**Placement view**

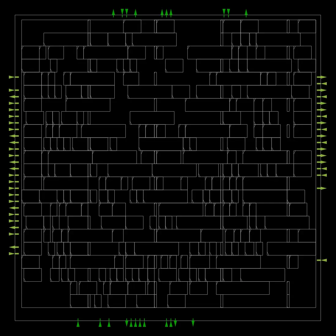
**M3 wires**

Bar = 20 um.
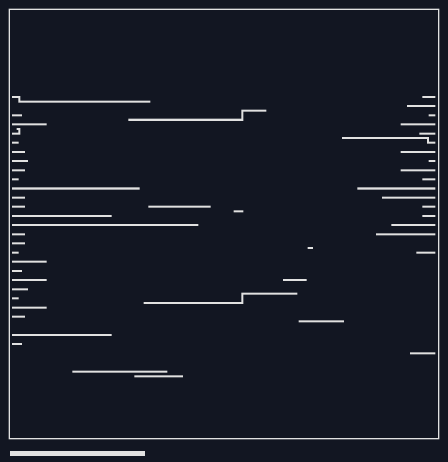
**Signal wires on met2**

Cells faint in the background.
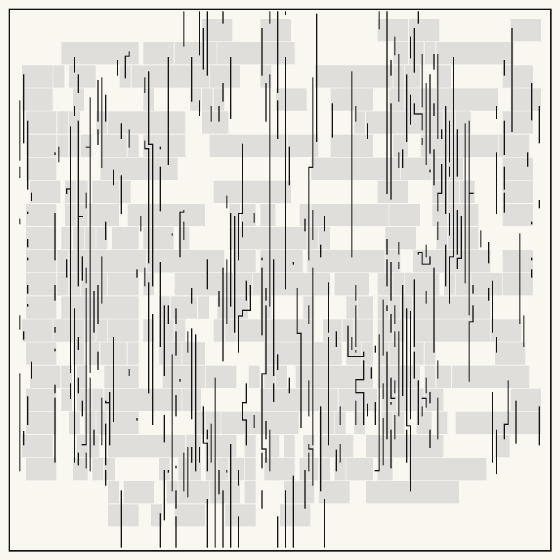
**Wires at chosen ports, followed through buffers**

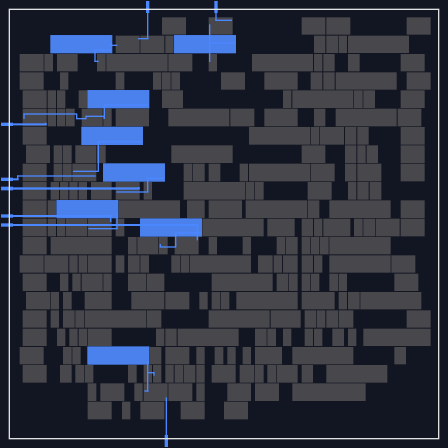
File: src/rtl/rf_arbiter.sv
// rtl/rf_arbiter.sv - two-requester round-robin arbiter in front of a single-port register file
//
// Purpose: accepts one access at a time from requester 0 or 1, drives the
// register-file strobes for one cycle, and returns read data (or a timeout
// error) to whichever requester was granted.
//
// Ports:
//   CLK_IN, RST_IN           clock (rising edge), asynchronous active-low reset
//   REQn, WRn, ADDRn, WDATAn request, type (1 = write), address, write data
//   GNTn                     one-cycle accept pulse
//   RDATA, RVLDn, RD_ERR     read return data, return pulse, timeout flag
//   Address, WrEn, RdEn,     register-file address, strobes,
//   WrData                   and write data
//   RdData, RdData_Valid     register-file read data and qualifier

module rf_arbiter #(
    parameter int WIDTH      = 8,
    parameter int ADDR_WIDTH = 4,
    parameter int RD_TIMEOUT = 4
) (
    input  logic                  CLK_IN,
    input  logic                  RST_IN,
    input  logic                  REQ0,
    input  logic                  REQ1,
    input  logic                  WR0,
    input  logic                  WR1,
    input  logic [ADDR_WIDTH-1:0] ADDR0,
    input  logic [ADDR_WIDTH-1:0] ADDR1,
    input  logic [WIDTH-1:0]      WDATA0,
    input  logic [WIDTH-1:0]      WDATA1,
    output logic                  GNT0,
    output logic                  GNT1,
    output logic [WIDTH-1:0]      RDATA,
    output logic                  RVLD0,
    output logic                  RVLD1,
    output logic                  RD_ERR,
    output logic [ADDR_WIDTH-1:0] Address,
    output logic                  WrEn,
    output logic                  RdEn,
    output logic [WIDTH-1:0]      WrData,
    input  logic [WIDTH-1:0]      RdData,
    input  logic                  RdData_Valid
);

    typedef enum logic [1:0] {
        IDLE    = 2'd0,
        WR_ACC  = 2'd1,
        RD_WAIT = 2'd2
    } state_t;

    // Counter saturates at RD_TIMEOUT-1; four bits covers the full 2..15 range.
    localparam logic [3:0] TIMEOUT_LAST = 4'(RD_TIMEOUT - 1);

    state_t                  state_q, state_d;
    logic                    ptr_q, ptr_d;       // favoured requester
    logic                    owner_q, owner_d;   // requester of the access in flight
    logic [3:0]              cnt_q, cnt_d;

    logic                    gnt0_d, gnt1_d;
    logic                    wr_en_d, rd_en_d;
    logic                    rvld0_d, rvld1_d, rd_err_d;
    logic [WIDTH-1:0]        rdata_d, wr_data_d;
    logic [ADDR_WIDTH-1:0]   address_d;

    logic                    winner;
    logic                    is_wr;

    always_comb begin
        state_d   = state_q;
        ptr_d     = ptr_q;
        owner_d   = owner_q;
        cnt_d     = cnt_q;
        gnt0_d    = 1'b0;
        gnt1_d    = 1'b0;
        wr_en_d   = 1'b0;
        rd_en_d   = 1'b0;
        rvld0_d   = 1'b0;
        rvld1_d   = 1'b0;
        rd_err_d  = 1'b0;
        rdata_d   = RDATA;
        address_d = Address;
        wr_data_d = WrData;

        // Pointer only breaks ties; a lone requester always wins.
        winner = (REQ0 && REQ1) ? ptr_q : REQ1;
        is_wr  = winner ? WR1 : WR0;

        case (state_q)
            IDLE: begin
                if (REQ0 || REQ1) begin
                    owner_d   = winner;
                    ptr_d     = ~winner;
                    address_d = winner ? ADDR1 : ADDR0;
                    wr_data_d = winner ? WDATA1 : WDATA0;
                    wr_en_d   = is_wr;
                    rd_en_d   = ~is_wr;
                    gnt0_d    = ~winner;
                    gnt1_d    = winner;
                    cnt_d     = 4'd0;
                    state_d   = is_wr ? WR_ACC : RD_WAIT;
                end
            end
            WR_ACC: begin
                state_d = IDLE;
            end
            RD_WAIT: begin
                // Valid data takes priority over a timeout in the same cycle.
                if (RdData_Valid) begin
                    rdata_d = RdData;
                    rvld0_d = ~owner_q;
                    rvld1_d = owner_q;
                    state_d = IDLE;
                end else if (cnt_q == TIMEOUT_LAST) begin
                    rdata_d  = '0;
                    rvld0_d  = ~owner_q;
                    rvld1_d  = owner_q;
                    rd_err_d = 1'b1;
                    state_d  = IDLE;
                end else begin
                    cnt_d = cnt_q + 4'd1;
                end
            end
            default: begin
                state_d = IDLE;
            end
        endcase
    end

    always_ff @(posedge CLK_IN or negedge RST_IN) begin
        if (!RST_IN) begin
            state_q <= IDLE;
            ptr_q   <= 1'b0;
            owner_q <= 1'b0;
            cnt_q   <= 4'd0;
            GNT0    <= 1'b0;
            GNT1    <= 1'b0;
            WrEn    <= 1'b0;
            RdEn    <= 1'b0;
            RVLD0   <= 1'b0;
            RVLD1   <= 1'b0;
            RD_ERR  <= 1'b0;
            RDATA   <= '0;
            Address <= '0;
            WrData  <= '0;
        end else begin
            state_q <= state_d;
            ptr_q   <= ptr_d;
            owner_q <= owner_d;
            cnt_q   <= cnt_d;
            GNT0    <= gnt0_d;
            GNT1    <= gnt1_d;
            WrEn    <= wr_en_d;
            RdEn    <= rd_en_d;
            RVLD0   <= rvld0_d;
            RVLD1   <= rvld1_d;
            RD_ERR  <= rd_err_d;
            RDATA   <= rdata_d;
            Address <= address_d;
            WrData  <= wr_data_d;
        end
    end

endmodule

File: config.mk
export PLATFORM = sky130hd
export DESIGN_NAME = rf_arbiter
export DESIGN_NICKNAME = d
export VERILOG_FILES = /design/src/rtl/rf_arbiter.sv
export SDC_FILE = /design/constraint.sdc
export NUM_CORES = 1
export LEC_CHECK = 0
export ABC_AREA = 1
export CORE_UTILIZATION = 43
export CTS_CLUSTER_SIZE = 10
export DETAILED_ROUTE_END_ITERATION = 8
export GPL_TIMING_DRIVEN = 0
export PLACE_DENSITY = 0.8
export SLEW_MARGIN = 20
export SYNTH_ARGS = -nofsm -noshare
export SYNTH_HDL_FRONTEND = slang
export SYNTH_SLANG_ARGS = --single-unit
File: constraint.sdc
create_clock -name CLK_IN -period 1.7 [get_ports CLK_IN]
set_input_delay 0.255 -clock CLK_IN [delete_from_list [all_inputs] [get_ports CLK_IN]]
set_output_delay 0.255 -clock CLK_IN [all_outputs]
set_load 0.02 [all_outputs]
==> qor.yml <==
outcome:
  status: "finished, final reports clean"
detailed_routing:
  wl_met1_mm: 1.49
  top_layer: "met4"
  wl_per_cell_um: 10.8
  wl_met2_mm: 1.60
  ant_nets: 0
  dr_wl_met3_um: 306
  first_iter_violations: 107
  drc: 0
  dr.pass1.iters: 4
  viasPerCell: 4.53
clock_tree:
  h-tree-depth: 2
  ctsHoldBuffers: 1
  cts_buffers: 5
  clockBufferDepth: 2
  postCtsSetupRepairBufs: 0
  clock_sinks: 35
  clkLatencyLatePin_ps: 280
  cts-root-buf: "clkbuf_8"
  clkTransAtPathRegs_ps: 70
  cts_tree: "yes"
  cts-resized-gates: 0
synth:
  top_area_share_pct: 53.7
  synth_cell_type_count: 21
  most_common_cell: "nand2_1"
  yosysWarnings: 0
  largest_area_cell: "dfrtp_1"
  ys_cells: 196
  postSynthSeqShare_pct: 53.7
  yosys-top-cells-count: "59 x nand2_1, 35 x dfrtp_1, 27 x inv_1, 21 x nand3_1, 19 x nor2_1"
  syn_avg_cell_area_um2: 8.32
  ys.flops: 35
  synthFlopType: "dfrtp_1"
  synthTopCellsByArea: "dfrtp_1 54%, nand2_1 14%, nand3_1 6.4%"
  async_flop_share_pct: 100
  syn-num-nets: 236
  netlist_area_um2: 1630
  syn_inst: 196
  yosys_area_um2: 1630
  edf_count: 0
timing:
  hold_viol_final: 0
  hold-worst-slack_ps: 405
  period_used_pct: 89.9
  min_period_ps: 1530
  final_max_slew_viol_count: 0
  setup_viol: 0
  worst_pin_slew_ps: 417
  skew_ps: 3.18
  slew_headroom_pct: 71.9
  max_freq_mhz: 654
  rsz0062_at_grt: "no"
  finalSetupTns_ps: 0
placed_design:
  dpl.hpwl_mm: 2.56
  placed_cells: 310
  gp_congestion: 0.786
  place_area_um2: 2360
pwr:
  irDropWorstVdd_mv: 0.917
  p_switching_w: 0.00144
  comb_power_share_pct: 46.1
  clockPowerShare_pct: 19.9
  swShare_pct: 36.9
  seq_power_share_pct: 34.0
  p_int_w: 0.00246
  power.density_nw_per_um2: 1560
  power.leakage_nw: 1.23
critical_path:
  cp-end-kind: "output port"
  cpPeakStageDelay_ps: 610
  rr_worst_depth: 6
  crit_arrival_ps: 1270
  cp_slowest_cell: "clkdlybuf4s50_1"
  cp_top_family: "buffers and inverters"
  rrSetupSlack_ps: 370
  worstPathRequired_ps: 1440
  worst-path-stages: 1
  path_cells: "clkdlybuf4s50_1"
  crit_path_start_kind: "flop"
  crit_type: "flop to output port"
  worstSetupStartpoint: "Address[3]$_DFFE_PN0P_"
  cp_max_fo: 2
  r2r-start: "cnt_q[0]$_DFFE_PN0P_"
  crit_path_end: "Address[3]"
  cp.buffers_inverters: 1
  reg2reg_to: "RDATA[0]$_DFFE_PN0P_"
die:
  floorplan.core_util_pct: 44.5
  die-width_um: 63.6
  num_rows: 22
  die_area_um2: 4040
  die_h_um: 63.6
  core_area_um2: 3660
min_path:
  hold_class: "input pin to async pin"
flow_run:
  cap_violations: 0
  log.warning_count: 26
cells_and_area:
  diodes: 0
  lay_top_cells: "64 x clkdlybuf4s50_1, 59 x nand2_1, 35 x dfrtp_1"
  lay_top_count: "clkdlybuf4s50_1"
  stdcell_area_um2: 2490
  design.final.nets: 310
  syn_to_final_growth_pct: 52.8
  drive_gt1_share_pct: 10.7
grt:
  grt_pass1_wl_mm: 5.95
  track_usage_pct: 19.3
  antenna_found_initial: 0
  grt-ovfl-total: 0
  first_global_vias: 1392
  grt_max_degree: 24
About 'placement view':
FFs & Latches: 35
Fill cells: 291
post-layout util: 68.0%
Final Non-Filler Cells: 319

About 'M3 wires':
wire length on this layer	307 um
longest straight run	27.4 um
detailed-route via count: 1445
M3 GR Usage: 8.33%
drt total wl: 3.45 mm

About 'signal wires on met2':
wire length on this layer	1600 um
main direction	vertical
nets with wire on the layer	228
met2 Use GR: 31.5%

About 'wires at chosen ports, followed through buffers':
color	port	direction	edge	end cells	wire
blue	`WrData`	output	5 west, 2 north, 1 south	8	178 um
port bufs: 65
# IOs: 66

-- cell families after synthesis --
logic type               after synthesis  synth area share (%)
AND-OR/OR-AND                         20                  8.14
XOR/XNOR                               1                 0.537
adder cells (fa/ha/maj)                1                 0.767
buffers and inverters                 34                  9.52
flip-flops                            35                  53.7
AND/OR/NAND/NOR                      105                  27.3
-- stage by stage --
step / power, W / setup slack (ps)
final: 0.00389 / 171
after global routing: 0.00415 / 124
after CTS: 0.00394 / 157
after detailed placement: 0.00315 / 158
after global placement: 0.00312 / -363
after floorplan: 0.00235 / 548
-- metal layers --
| metal | global-route usage, % | vias to the layer above |
|---|---|---|
| met5 | 0 | - |
| li1 | - | 750 |
| met3 | 8.33 | 7 |
| met1 | 22.2 | 628 |
| met2 | 31.5 | 60 |
| met4 | 7.39 | 0 |
-- power by group through the flow --
stage | clock network, W | logic [W] | registers, W
global placement | 0 | 0.00179 | 0.00133
detailed placement | 0 | 0.00181 | 0.00134
global route | 0.000829 | 0.00196 | 0.00136
floorplan | 0 | 0.000685 | 0.00166
finish | 0.000776 | 0.00180 | 0.00132
CTS | 0.000788 | 0.00182 | 0.00133
-- layout make-up --
| type | count | area, um2 |
|---|---|---|
| Timing Repair Buffer | 67 | 683 |
| Inverter | 28 | 108 |
| Tap cell | 48 | 60.1 |
| Sequential cell | 35 | 876 |
| Clock inverter | 2 | 35.0 |
| Buffer | 6 | 47.5 |
| Multi-Input combinational cell | 127 | 599 |
| Clock buffer | 6 | 82.6 |
| Fill cell | 291 | 1170 |
-- state kept, by name (all words and copies together), names as in the netlist --
name	flops
RVLD1	1
RdEn	1
ptr_q	1
RDATA	8
GNT1	1
RD_ERR	1
Address	4
RVLD0	1
owner_q	1
WrData	8
GNT0	1
state_q	2
WrEn	1
cnt_q	4
No activity file was given, so power comes from the tool's default toggle rates.
